**config.mk**
```make
export PLATFORM = sky130hd
export DESIGN_NAME = bus_queue_adapter
export DESIGN_NICKNAME = d
export VERILOG_FILES = /design/src/rtl/xctcmsg_pkg.sv /design/src/rtl/xctcmsg_sync_fifo.sv /design/src/rtl/bus_queue_adapter.sv
export SDC_FILE = /design/constraint.sdc
export NUM_CORES = 1
export LEC_CHECK = 0
export CAP_MARGIN = 20
export CORE_ASPECT_RATIO = 1.2
export CORE_MARGIN = 5
export CORE_UTILIZATION = 57
export CTS_CLUSTER_SIZE = 20
export DETAILED_ROUTE_END_ITERATION = 10
export PLACE_DENSITY_LB_ADDON = 0.05
export SLEW_MARGIN = 5
export SYNTH_ARGS = -nofsm -noshare
export SYNTH_HDL_FRONTEND = slang
export SYNTH_SLANG_ARGS = --single-unit
export TNS_END_PERCENT = 10
```
**constraint.sdc**
```tcl
create_clock -name clk -period 11.1 [get_ports clk]
set_clock_uncertainty 0.2 [all_clocks]
set_input_delay 2.22 -clock clk [delete_from_list [all_inputs] [get_ports clk]]
set_output_delay 2.22 -clock clk [all_outputs]
set_load 0.02 [all_outputs]
```
**src/rtl/xctcmsg_pkg.sv**
```systemverilog
// xctcmsg_pkg: shared message types and queue defaults for the xctcmsg network adapters
package xctcmsg_pkg;

    localparam int BUS_SEND_DEPTH_DEFAULT = 4;
    localparam int BUS_RECV_DEPTH_DEFAULT = 2;

    typedef struct packed {
        logic [31:0] address;
        logic [31:0] tag;
    } message_meta_t;

    typedef struct packed {
        message_meta_t meta;
        logic [63:0]   data;
    } interface_send_data_t;

    typedef interface_send_data_t interface_receive_data_t;

    function automatic bit is_pow2_depth(input int depth);
        return depth >= 2 && (depth & (depth - 1)) == 0;
    endfunction

endpackage

```
**src/rtl/xctcmsg_sync_fifo.sv**
```systemverilog
// xctcmsg_sync_fifo: power-of-2 synchronous FIFO with wrapping pointers and an occupancy counter
module xctcmsg_sync_fifo
    import xctcmsg_pkg::*;
#(
    parameter int WIDTH = 8,
    parameter int DEPTH = 4
) (
    input  logic                     clk,
    input  logic                     rst_n,
    input  logic                     i_push,
    input  logic                     i_pop,
    input  logic [WIDTH-1:0]         i_data,
    output logic                     o_full,
    output logic                     o_empty,
    output logic [$clog2(DEPTH):0]   o_level,
    output logic [WIDTH-1:0]         o_head
);
    localparam int AW = $clog2(DEPTH);

    if (!is_pow2_depth(DEPTH)) begin : g_bad_depth
        $error("xctcmsg_sync_fifo: DEPTH must be a power of 2 and >= 2");
    end

    logic [WIDTH-1:0] r_mem [DEPTH];
    logic [AW-1:0]    r_wr_ptr;
    logic [AW-1:0]    r_rd_ptr;
    logic [AW:0]      r_level;

    // pointers wrap naturally at DEPTH; level tracks push/pop balance
    always_ff @(posedge clk or negedge rst_n) begin
        if (!rst_n) begin
            r_wr_ptr <= '0;
            r_rd_ptr <= '0;
            r_level  <= '0;
        end else begin
            if (i_push) r_wr_ptr <= r_wr_ptr + 1'b1;
            if (i_pop) r_rd_ptr <= r_rd_ptr + 1'b1;
            r_level <= r_level + (AW+1)'(i_push) - (AW+1)'(i_pop);
        end
    end

    // storage needs no reset; the head is masked while empty
    always_ff @(posedge clk) begin
        if (i_push) r_mem[r_wr_ptr] <= i_data;
    end

    assign o_full  = r_level == (AW+1)'(DEPTH);
    assign o_empty = r_level == '0;
    assign o_level = r_level;
    assign o_head  = o_empty ? '0 : r_mem[r_rd_ptr];

endmodule

```
**src/rtl/bus_queue_adapter.sv**
```systemverilog
// bus_queue_adapter: queued bus adapter between loopback interceptor and message bus; XCTCMSG_BUS_STATS_EN adds saturating stats
module bus_queue_adapter
    import xctcmsg_pkg::*;
#(
    parameter int SEND_DEPTH = BUS_SEND_DEPTH_DEFAULT,
    parameter int RECV_DEPTH = BUS_RECV_DEPTH_DEFAULT
`ifdef XCTCMSG_BUS_STATS_EN
    ,parameter int STAT_W = 16
`endif
) (
    input  logic                          clk,
    input  logic                          rst_n,
    input  logic                          loopback_interface_valid,
    output logic                          interface_loopback_ready,
    input  interface_send_data_t          loopback_interface_data,
    output logic                          interface_loopback_valid,
    input  logic                          loopback_interface_ready,
    output interface_receive_data_t       interface_loopback_data,
    output logic                          bus_val_o,
    input  logic                          bus_ack_i,
    output logic [31:0]                   bus_dst_o,
    output logic [31:0]                   bus_tag_o,
    output logic [63:0]                   bus_msg_o,
    output logic                          bus_rdy_o,
    input  logic                          bus_val_i,
    input  logic [31:0]                   bus_src_i,
    input  logic [31:0]                   bus_tag_i,
    input  logic [63:0]                   bus_msg_i,
    output logic [$clog2(SEND_DEPTH):0]   send_level_o,
    output logic [$clog2(RECV_DEPTH):0]   recv_level_o
`ifdef XCTCMSG_BUS_STATS_EN
    ,output logic [STAT_W-1:0]            stat_sent_o,
    output logic [STAT_W-1:0]             stat_recv_o,
    output logic [STAT_W-1:0]             stat_stall_o
`endif
);
    localparam int MW = $bits(interface_send_data_t);

    logic                    w_send_push;
    logic                    w_send_pop;
    logic                    w_send_full;
    logic                    w_send_empty;
    interface_send_data_t    w_send_head;
    logic                    w_recv_push;
    logic                    w_recv_pop;
    logic                    w_recv_full;
    logic                    w_recv_empty;
    interface_receive_data_t w_recv_in;

    assign w_send_pop               = bus_val_o & bus_ack_i;
    assign interface_loopback_ready = !w_send_full | bus_ack_i;
    assign w_send_push              = loopback_interface_valid & interface_loopback_ready;
    assign bus_val_o                = !w_send_empty;
    assign bus_dst_o                = w_send_head.meta.address;
    assign bus_tag_o                = w_send_head.meta.tag;
    assign bus_msg_o                = w_send_head.data;

    // rdy derives only from the registered receive level, so it never sees loopback_interface_ready combinationally
    assign bus_rdy_o                = !w_recv_full;
    assign w_recv_push              = bus_val_i & bus_rdy_o;
    assign w_recv_pop               = interface_loopback_valid & loopback_interface_ready;
    assign interface_loopback_valid = !w_recv_empty;
    assign w_recv_in                = {bus_src_i, bus_tag_i, bus_msg_i};

    xctcmsg_sync_fifo #(.WIDTH(MW), .DEPTH(SEND_DEPTH)) u_send_fifo (
        .clk     (clk),
        .rst_n   (rst_n),
        .i_push  (w_send_push),
        .i_pop   (w_send_pop),
        .i_data  (loopback_interface_data),
        .o_full  (w_send_full),
        .o_empty (w_send_empty),
        .o_level (send_level_o),
        .o_head  (w_send_head)
    );

    xctcmsg_sync_fifo #(.WIDTH(MW), .DEPTH(RECV_DEPTH)) u_recv_fifo (
        .clk     (clk),
        .rst_n   (rst_n),
        .i_push  (w_recv_push),
        .i_pop   (w_recv_pop),
        .i_data  (w_recv_in),
        .o_full  (w_recv_full),
        .o_empty (w_recv_empty),
        .o_level (recv_level_o),
        .o_head  (interface_loopback_data)
    );

`ifdef XCTCMSG_BUS_STATS_EN
    logic [STAT_W-1:0] r_stat_sent;
    logic [STAT_W-1:0] r_stat_recv;
    logic [STAT_W-1:0] r_stat_stall;

    // saturating traffic and stall counters
    always_ff @(posedge clk or negedge rst_n) begin
        if (!rst_n) begin
            r_stat_sent  <= '0;
            r_stat_recv  <= '0;
            r_stat_stall <= '0;
        end else begin
            if (w_send_pop && !(&r_stat_sent)) r_stat_sent <= r_stat_sent + 1'b1;
            if (w_recv_push && !(&r_stat_recv)) r_stat_recv <= r_stat_recv + 1'b1;
            if (bus_val_o && !bus_ack_i && !(&r_stat_stall)) r_stat_stall <= r_stat_stall + 1'b1;
        end
    end

    assign stat_sent_o  = r_stat_sent;
    assign stat_recv_o  = r_stat_recv;
    assign stat_stall_o = r_stat_stall;
`endif

endmodule
```
Fig. 1: PDN straps and rails
(1.5 px per µm) Pins as bars on the die edge.
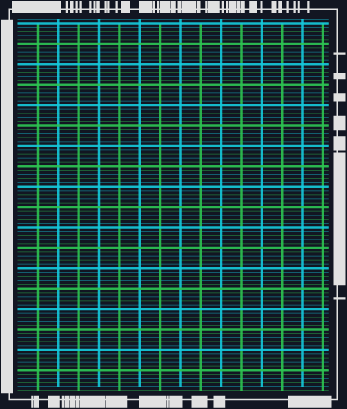
Green is VSS. Cyan is VDD.
15 straps on met4. 92 met1 rails follow the rows. 18 straps on met5.

Fig. 2: placed cells, one color a class
(1 px per µm) Fill, decap, tap and diode cells in gray.
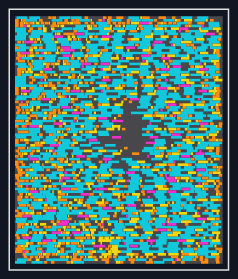
Orange is other buffers and delay cells, cells 545. Magenta is clock drivers and dummy loads, cells 132. Yellow is combinational and other logic, cells 555. Cyan is flops, cells 779.

==> out/qor.yml <==
grt_most_used_layer: "met2"
holdBufCountCts: 0
grt_pass1_wl_um: 100000
final-clk-cell-share: 0.0594
boundaryPins: 527
count_of_cell_types_in_the_netlist: 24
post_cts.repair.setup_buffers: 0
regToRegEndpoint: "u_recv_fifo.r_mem[0][114]$_DFFE_PP_"
routed_via_density: 5.48
worst_pin_slew_ns: 1.08
routed-via-count: 14893
dr.first_iter.drc_count: 1187
max-slew-margin-rel: 0.279
critical-path-max-stage-delay_ns: 1.09
largestPowerGroup: "combinational cells"
final.fill_count: 3116
antenna_violations_before_repair: 25
floorplan.die.height_um: 259
powerDensity_mw_per_mm2: 294
globalRouteMet2Util: 0.393
run_status: "finished clean"
design.die.area_mm2: 0.0564
p_int_mw: 7.35
critical_path_class: "flop to output pin"
synthTopCellsByArea: "sky130_fd_sc_hd__edfxtp_1 (78%), sky130_fd_sc_hd__mux4_2 (9.8%), sky130_fd_sc_hd__mux2i_1 (4.3%)"
Fig. 3: clock distribution
(2 px per µm)
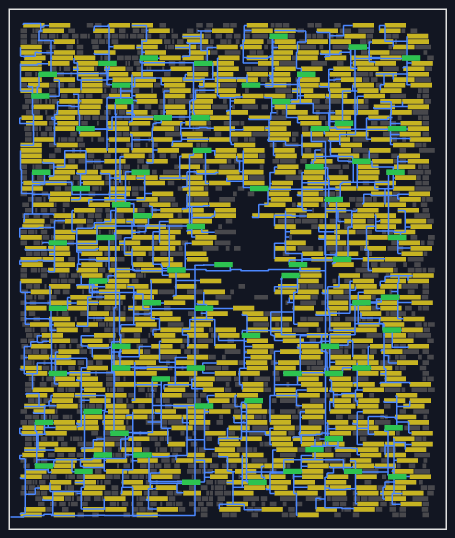
Green is clock drivers, count 73. Blue is clock wires, length 8210 µm. Yellow is flip-flops, count 779.
There are 74 routed clock nets. Position of the flops: widely spread.
share of total power in the clock network: 0.213
Latency at later pin: 0.59 ns
clock group power: 2.36 mW

Fig. 4: metal layers overlaid
(1.5 px per µm) Only two layers are drawn.
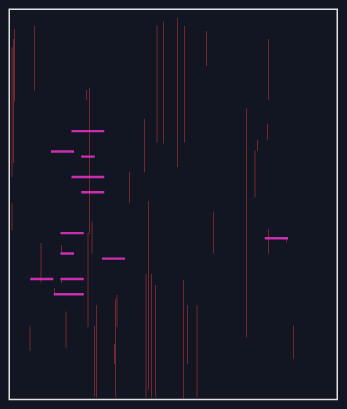
Magenta is metal 5, wire length 170 µm. Red is metal 4, wire length 2020 µm.
all-layer global routing usage: 0.240
average wire per standard cell: 25.2 µm

## cell usage after synthesis, drive strengths merged
library cell  number
and3               5
nand2b             1
xnor2              6
nor2             130
dfrtp             11
o21ai              1
inv                8
buf               41
nand3              2
or4b               1
edfxtp           768
ha                 8
mux2i            128
fa                 1
or3                1
xor2               3
clkbuf            32
and2             131
nand2              1
mux4             128
## sequential cells by signal, indices dropped and copies added (netlist names)
| register | flops |
|---|---|
| u_send_fifo.r_mem | 512 |
| u_recv_fifo.r_mem | 256 |
| u_send_fifo.o_level | 3 |
| u_recv_fifo.o_level | 2 |
| u_send_fifo.r_rd_ptr | 2 |
| u_send_fifo.r_wr_ptr | 2 |
| u_recv_fifo.r_rd_ptr | 1 |
| u_recv_fifo.r_wr_ptr | 1 |
## stage by stage
stage | total power [mW] | area [µm²] | instances
global placement | 8.82 | 35500 | 2576
finish | 11.1 | 37700 | 2720
detailed placement | 8.84 | 35500 | 2576
CTS | 11.2 | 37700 | 2708
global route | 11.6 | 37700 | 2716
floorplan | 6.82 | 29500 | 1407
## logic make-up after synthesis
| logic type | Yosys count | synth area share |
|---|---|---|
| XOR/XNOR | 9 | 0.00267 |
| AND-OR/OR-AND | 1 | 0.000169 |
| buffers and inverters | 81 | 0.0144 |
| multiplexers | 256 | 0.141 |
| AND/OR/NAND/NOR | 272 | 0.0467 |
| flip-flops | 779 | 0.791 |
| adder cells (fa/ha/maj) | 9 | 0.00407 |
## layer usage
layer  share of wire  vias up
met5          0.0025        -
li1                -     6678
met3           0.096      114
met4           0.029       24
met1            0.37     7558
met2            0.50      519
## worst register-to-register path, delay by kind of cell, from the launching register on
family | cells | cell delay [ns]
buf+inv | 2 | 1.64
simple gates | 3 | 0.44
flops | 1 | 0.44
Power and IR drop assume default switching activity.
